<file path="src/rtl/bitwise_fold_unit_if.sv">
// bitwise_fold_unit_if
//   Bundles the data/control inputs and registered result outputs of
//   bitwise_fold_unit. clk and rst_n stay plain ports on the module.
//   master : the block driving operands/control and observing results.
//   slave  : the bitwise_fold_unit itself.
//   Signals:
//     in_a, in_b  operands (in_a is the fold sample stream)
//     op          00 XOR, 01 AND, 10 OR, 11 XNOR
//     mode        0 pairwise, 1 fold (sampled in IDLE only)
//     start, len  fold start strobe and burst length (0 = 2^CNT_W)
//     in_valid    input sample qualifier
//     abort       cancels a fold in progress
//     out_data, out_valid, out_par  registered result, strobe, parity
//     busy, count fold-in-progress flag and samples consumed
interface bitwise_fold_unit_if #(
  parameter int unsigned WIDTH = 8,
  parameter int unsigned CNT_W = 4
);
  logic [WIDTH-1:0] in_a;
  logic [WIDTH-1:0] in_b;
  logic [1:0]       op;
  logic             mode;
  logic             start;
  logic [CNT_W-1:0] len;
  logic             in_valid;
  logic             abort;
  logic [WIDTH-1:0] out_data;
  logic             out_valid;
  logic             out_par;
  logic             busy;
  logic [CNT_W-1:0] count;

  modport master (
    output in_a, in_b, op, mode, start, len, in_valid, abort,
    input  out_data, out_valid, out_par, busy, count
  );

  modport slave (
    input  in_a, in_b, op, mode, start, len, in_valid, abort,
    output out_data, out_valid, out_par, busy, count
  );
endinterface

</file>
<file path="src/rtl/bitwise_fold_unit.sv">
// bitwise_fold_unit
//   Registered bitwise logic unit. Pairwise mode applies op to in_a/in_b
//   every valid cycle. Fold mode reduces a burst of 1..2^CNT_W in_a samples
//   into one word with the op latched at start.
//   Ports:
//     clk    rising-edge clock
//     rst_n  asynchronous active-low reset
//     bus    bitwise_fold_unit_if.slave (operands, control, results)
module bitwise_fold_unit #(
  parameter int unsigned WIDTH = 8,
  parameter int unsigned CNT_W = 4
) (
  input logic                clk,
  input logic                rst_n,
  bitwise_fold_unit_if.slave bus
);

  typedef enum logic {
    S_IDLE,
    S_FOLD
  } state_t;

  typedef enum logic [1:0] {
    OP_XOR  = 2'b00,
    OP_AND  = 2'b01,
    OP_OR   = 2'b10,
    OP_XNOR = 2'b11
  } op_t;

  localparam logic [CNT_W-1:0] ONE = CNT_W'(1);

  function automatic logic [WIDTH-1:0] op_fn(
    input op_t              o,
    input logic [WIDTH-1:0] a,
    input logic [WIDTH-1:0] b
  );
    logic [WIDTH-1:0] res;
    case (o)
      OP_XOR:  res = a ^ b;
      OP_AND:  res = a & b;
      OP_OR:   res = a | b;
      default: res = ~(a ^ b);
    endcase
    return res;
  endfunction

  // Value that leaves the other operand unchanged under op.
  function automatic logic [WIDTH-1:0] ident_fn(input op_t o);
    logic [WIDTH-1:0] res;
    if (o == OP_AND || o == OP_XNOR) res = '1;
    else                             res = '0;
    return res;
  endfunction

  state_t           r_state;
  logic [WIDTH-1:0] r_acc;
  logic [CNT_W-1:0] r_count;
  op_t              r_op_q;
  logic [CNT_W-1:0] r_len_q;
  logic [WIDTH-1:0] r_out_data;
  logic             r_out_par;
  logic             r_out_valid;

  op_t              w_op_in;
  logic [WIDTH-1:0] w_pair_res;
  logic [WIDTH-1:0] w_first_res;
  logic [WIDTH-1:0] w_fold_res;
  logic [CNT_W-1:0] w_len_m1;
  logic             w_final;

  always_comb begin
    w_op_in     = op_t'(bus.op);
    w_pair_res  = op_fn(w_op_in, bus.in_a, bus.in_b);
    w_first_res = op_fn(w_op_in, ident_fn(w_op_in), bus.in_a);
    w_fold_res  = op_fn(r_op_q, r_acc, bus.in_a);
    // len_q = 0 wraps to all-ones here, giving 2^CNT_W samples.
    w_len_m1    = r_len_q - ONE;
    w_final     = (r_count == w_len_m1);
  end

  always_ff @(posedge clk or negedge rst_n) begin
    if (!rst_n) begin
      r_state     <= S_IDLE;
      r_acc       <= '0;
      r_count     <= '0;
      r_op_q      <= OP_XOR;
      r_len_q     <= '0;
      r_out_data  <= '0;
      r_out_par   <= 1'b0;
      r_out_valid <= 1'b0;
    end else begin
      r_out_valid <= 1'b0;
      case (r_state)
        S_IDLE: begin
          if (!bus.mode) begin
            if (bus.in_valid) begin
              r_out_data  <= w_pair_res;
              r_out_par   <= ^w_pair_res;
              r_out_valid <= 1'b1;
            end
          end else if (bus.start) begin
            r_op_q  <= w_op_in;
            r_len_q <= bus.len;
            if (!bus.in_valid) begin
              r_acc   <= ident_fn(w_op_in);
              r_count <= '0;
              r_state <= S_FOLD;
            end else begin
              // Start cycle already carries the first sample.
              r_acc <= w_first_res;
              if (bus.len == ONE) begin
                r_out_data  <= bus.in_a;
                r_out_par   <= ^bus.in_a;
                r_out_valid <= 1'b1;
                r_count     <= '0;
              end else begin
                r_count <= ONE;
                r_state <= S_FOLD;
              end
            end
          end
        end
        S_FOLD: begin
          // abort wins over a same-cycle final sample.
          if (bus.abort) begin
            r_acc   <= '0;
            r_count <= '0;
            r_state <= S_IDLE;
          end else if (bus.in_valid) begin
            if (w_final) begin
              r_out_data  <= w_fold_res;
              r_out_par   <= ^w_fold_res;
              r_out_valid <= 1'b1;
              r_acc       <= '0;
              r_count     <= '0;
              r_state     <= S_IDLE;
            end else begin
              r_acc   <= w_fold_res;
              r_count <= r_count + ONE;
            end
          end
        end
        default: r_state <= S_IDLE;
      endcase
    end
  end

  assign bus.out_data  = r_out_data;
  assign bus.out_par   = r_out_par;
  assign bus.out_valid = r_out_valid;
  assign bus.busy      = (r_state == S_FOLD);
  assign bus.count     = r_count;

endmodule
</file>
<file path="src/flat_wrapper.sv">
// flat-port wrapper written by rule: the top's interface ports become plain ports
module bitwise_fold_unit_flat 
#(
  parameter int unsigned WIDTH = 8,
  parameter int unsigned CNT_W = 4
)
  (clk, rst_n, bus_in_a, bus_in_b, bus_op, bus_mode, bus_start, bus_len, bus_in_valid, bus_abort, bus_out_data, bus_out_valid, bus_out_par, bus_busy, bus_count);
  bitwise_fold_unit_if #(.WIDTH(WIDTH), .CNT_W(CNT_W)) bus_i ();
  input logic clk;
  input logic rst_n;
  input wire logic [$bits(bus_i.in_a)-1:0] bus_in_a;
  input wire logic [$bits(bus_i.in_b)-1:0] bus_in_b;
  input wire logic [$bits(bus_i.op)-1:0] bus_op;
  input wire logic [$bits(bus_i.mode)-1:0] bus_mode;
  input wire logic [$bits(bus_i.start)-1:0] bus_start;
  input wire logic [$bits(bus_i.len)-1:0] bus_len;
  input wire logic [$bits(bus_i.in_valid)-1:0] bus_in_valid;
  input wire logic [$bits(bus_i.abort)-1:0] bus_abort;
  output wire logic [$bits(bus_i.out_data)-1:0] bus_out_data;
  output wire logic [$bits(bus_i.out_valid)-1:0] bus_out_valid;
  output wire logic [$bits(bus_i.out_par)-1:0] bus_out_par;
  output wire logic [$bits(bus_i.busy)-1:0] bus_busy;
  output wire logic [$bits(bus_i.count)-1:0] bus_count;
  assign bus_i.in_a = bus_in_a;
  assign bus_i.in_b = bus_in_b;
  assign bus_i.op = bus_op;
  assign bus_i.mode = bus_mode;
  assign bus_i.start = bus_start;
  assign bus_i.len = bus_len;
  assign bus_i.in_valid = bus_in_valid;
  assign bus_i.abort = bus_abort;
  assign bus_out_data = bus_i.out_data;
  assign bus_out_valid = bus_i.out_valid;
  assign bus_out_par = bus_i.out_par;
  assign bus_busy = bus_i.busy;
  assign bus_count = bus_i.count;
  bitwise_fold_unit #(.WIDTH(WIDTH), .CNT_W(CNT_W)) u_core (.clk(clk), .rst_n(rst_n), .bus(bus_i));
endmodule
</file>
<file path="config.mk">
export PLATFORM = sky130hd
export DESIGN_NAME = bitwise_fold_unit_flat
export DESIGN_NICKNAME = d
export VERILOG_FILES = /design/src/rtl/bitwise_fold_unit_if.sv /design/src/rtl/bitwise_fold_unit.sv /design/src/flat_wrapper.sv
export SDC_FILE = /design/constraint.sdc
export NUM_CORES = 1
export LEC_CHECK = 0
export ABC_AREA = 1
export CORE_UTILIZATION = 64
export CTS_CLUSTER_DIAMETER = 80
export DETAILED_ROUTE_END_ITERATION = 12
export DONT_BUFFER_PORTS = 1
export GPL_ROUTABILITY_DRIVEN = 1
export GPL_TIMING_DRIVEN = 1
export HOLD_SLACK_MARGIN = 0.06
export PLACE_DENSITY = 0.8
export SYNTH_ARGS = -nofsm -noshare
export SYNTH_HDL_FRONTEND = slang
export SYNTH_SLANG_ARGS = --single-unit
</file>
<file path="constraint.sdc">
create_clock -name clk -period 2.1 [get_ports clk]
set_input_delay 0.63 -clock clk [delete_from_list [all_inputs] [get_ports clk]]
set_output_delay 0.63 -clock clk [all_outputs]
set_load 0.05 [all_outputs]
</file>
Sequential cells grouped by signal name:
Other sequential cells in the stronger grey, the rest of the logic in the fainter grey.
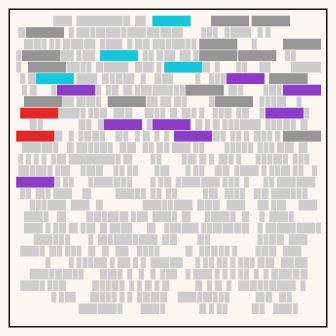
- `u_core.r_op_q`: red (placed flops 2)
- `u_core.bus.count`: cyan (placed flops 4)
- `u_core.r_acc`: purple (placed flops 8)
- not coloured: 15

Routed clock nets over the placement:
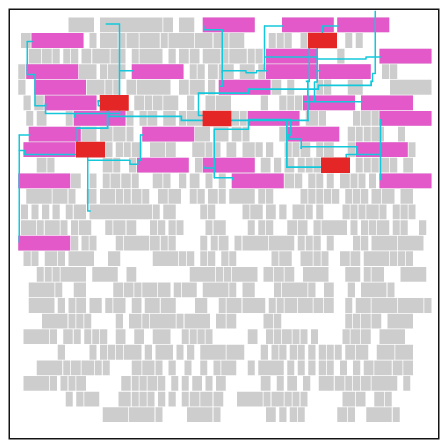
- clock wires: cyan (length 394 microns)
- clock-net drivers: red (count 5)
- flip-flops: magenta (count 29)
- routed clock nets: 6

Floorplan with the power grid:
Pins as bars on the die edge. Tap cells in grey.
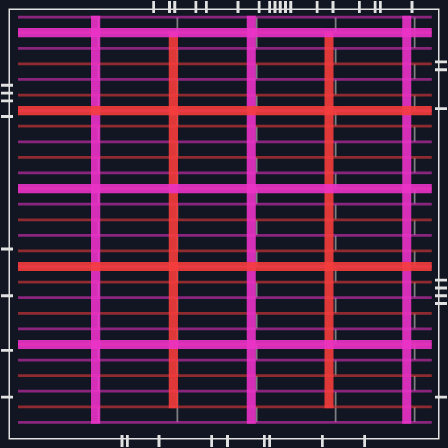
- VDD: red
- VSS: magenta
- met5 straps: 5
- met1 rails: 27
- signal pins: 43
chip width: 74.7 microns
Die Height: 74.7 microns

==> GITHUB_STEP_SUMMARY <==
## Implementation flow summary

| Metric | Value |
|---|---|
| Status | `finished, final reports clean` |
| Initial DRT Pass Iterations | `5` |
| Worst Setup End Kind | `register` |
| Mapped Avg Cell Area | `6.30 sq um` |
| Yosys top cell area share | `21.5%` |
| CTS Hold Bufs | `1` |
| Yosys Instances | `537` |
| Commonest flop | `dfrtp_1` |
| Dominant cell type by area after synthesis | `dfrtp_1` |
| Clk_skew | `4.63 ps` |
| # DRC | `0` |
| CTS tree | `done` |
| Clk_lat worst skew | `280 ps` |
| Critical Path RT | `2330 ps` |
| Reg power frac | `34.5%` |
| GRT Resource Usage Total | `34.4%` |
| Routed wl met2 | `4200 microns` |
| Final WL | `8930 microns` |
| HP Class | `in -> async` |
| Mux cell area share after synthesis | `0%` |
| Psw | `0.00171 W` |
| Top Layout Cells | `nand2_1, inv_1, nor2_1` |
| End of the critical path | `u_core.bus.out_data[4]` |
| Stage-log warning count | `42` |
| Sequential cell power | `0.00122 W` |
| Post-synth EDFFs | `0` |
| Chip Area | `5580 sq um` |
| Worst slew pin tran | `497 ps` |
| Diode count | `0` |
| Gate power share | `45.7%` |
| Multi-input gates | `408` |
| Largest net degree at the start of global routing | `30` |
| Number of routed nets with antenna violations | `0` |
| YS chip area | `3380 sq um` |
| Vias in the first global route | `3,305` |
| Top post-synthesis cells by count | `nand2_1, inv_1, nor2_1, ha_1, nand3_1` |
| Grt ovf | `0` |
| Top sig layer | `met4` |
| Sequential-to-total area share from yosys stat | `21.5%` |
| Total CTS buffers | `5` |
| Clock share of power | `19.8%` |
| RSZ-0062 raised after global routing | `no` |
| Power Total | `0.00352 W` |
| # IOs | `43` |
| Setup crit start kind | `register` |
| Nets | `623` |
| Yosys simple share | `34.2%` |
| First-pass GRT wire length | `14,600 microns` |
| WP depth | `11` |
| Fin. Hold Viols | `0` |
| Crit path buf inv count | `3` |
| Area growth from synthesis to layout | `9.77%` |
| Post-cts sizing count | `0` |
| Setup bufs post-CTS | `0` |
| Xor/xnor share of the synthesized area | `3.63%` |
| Most frequent cell after synthesis | `nand2_1` |
| P_clk | `0.000697 W` |
| Synth cell types | `30` |
| DP HPWL | `6780 microns` |
| Post-synth regs | `29` |
| Final hold slack | `158 ps` |
| Critical-path top delay cell | `dfrtp_1` |
| Logic area | `2250 sq um` |
| Worst reg2reg endpoint | `u_core.bus.out_data[4]` |
| Crit path cell chain | `inv_2 > ha_1 > xor2_1 > o21ai_1 > nor2_1 > nand2_2 > a21oi_4 > buf_6 > buf_4 > o21ai_0 > nand2_1` |
| CTS Buffer Depth | `2` |
| P per Cell Area | `949 nW/um^2` |
| Port buffer count | `0` |
| Dominant class by area | `multi-input combinational cells` |
| Worst R2R Setup Slack | `160 ps` |
| Yosys adder share | `15.5%` |
| Clock Network Area Fraction | `3.61%` |
Congestion heat map:
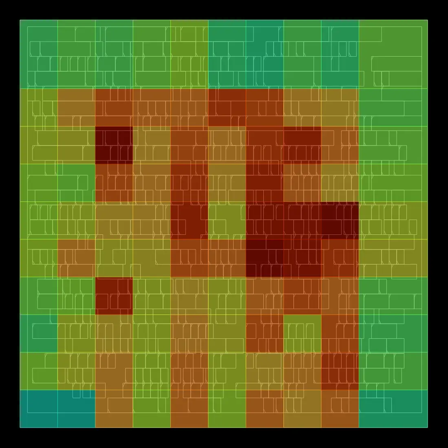
GR Util met1: 46.1%
met2 Usage GRT: 55.5%
busiest grt layer: met2
Final Core Density: 72.7%
mean routed wirelength per cell: 14.3 microns

Placement by cell class:
Scale bar: 20 microns.
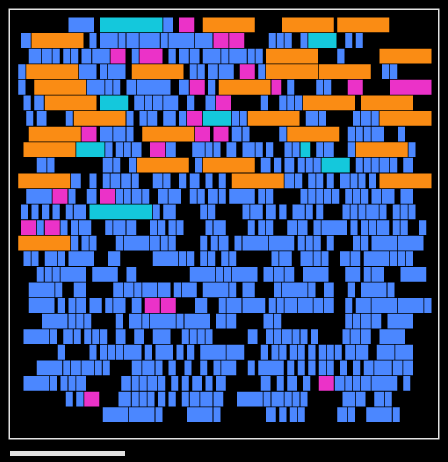
- registers: orange (cells 29; share of their area 20%)
- remaining buffers and delay cells: magenta (cells 24; share of their area 5.4%)
- clock drivers and dummy loads: cyan (cells 8; share of their area 3.7%)
- remaining logic cells: blue (cells 493; share of their area 71%)
flop share of the area: 19.6%
Row Count: 26
post-layout instance area: 3710 sq um
Core Area: 5110 sq um

Power is estimated from default activity; no workload was simulated.
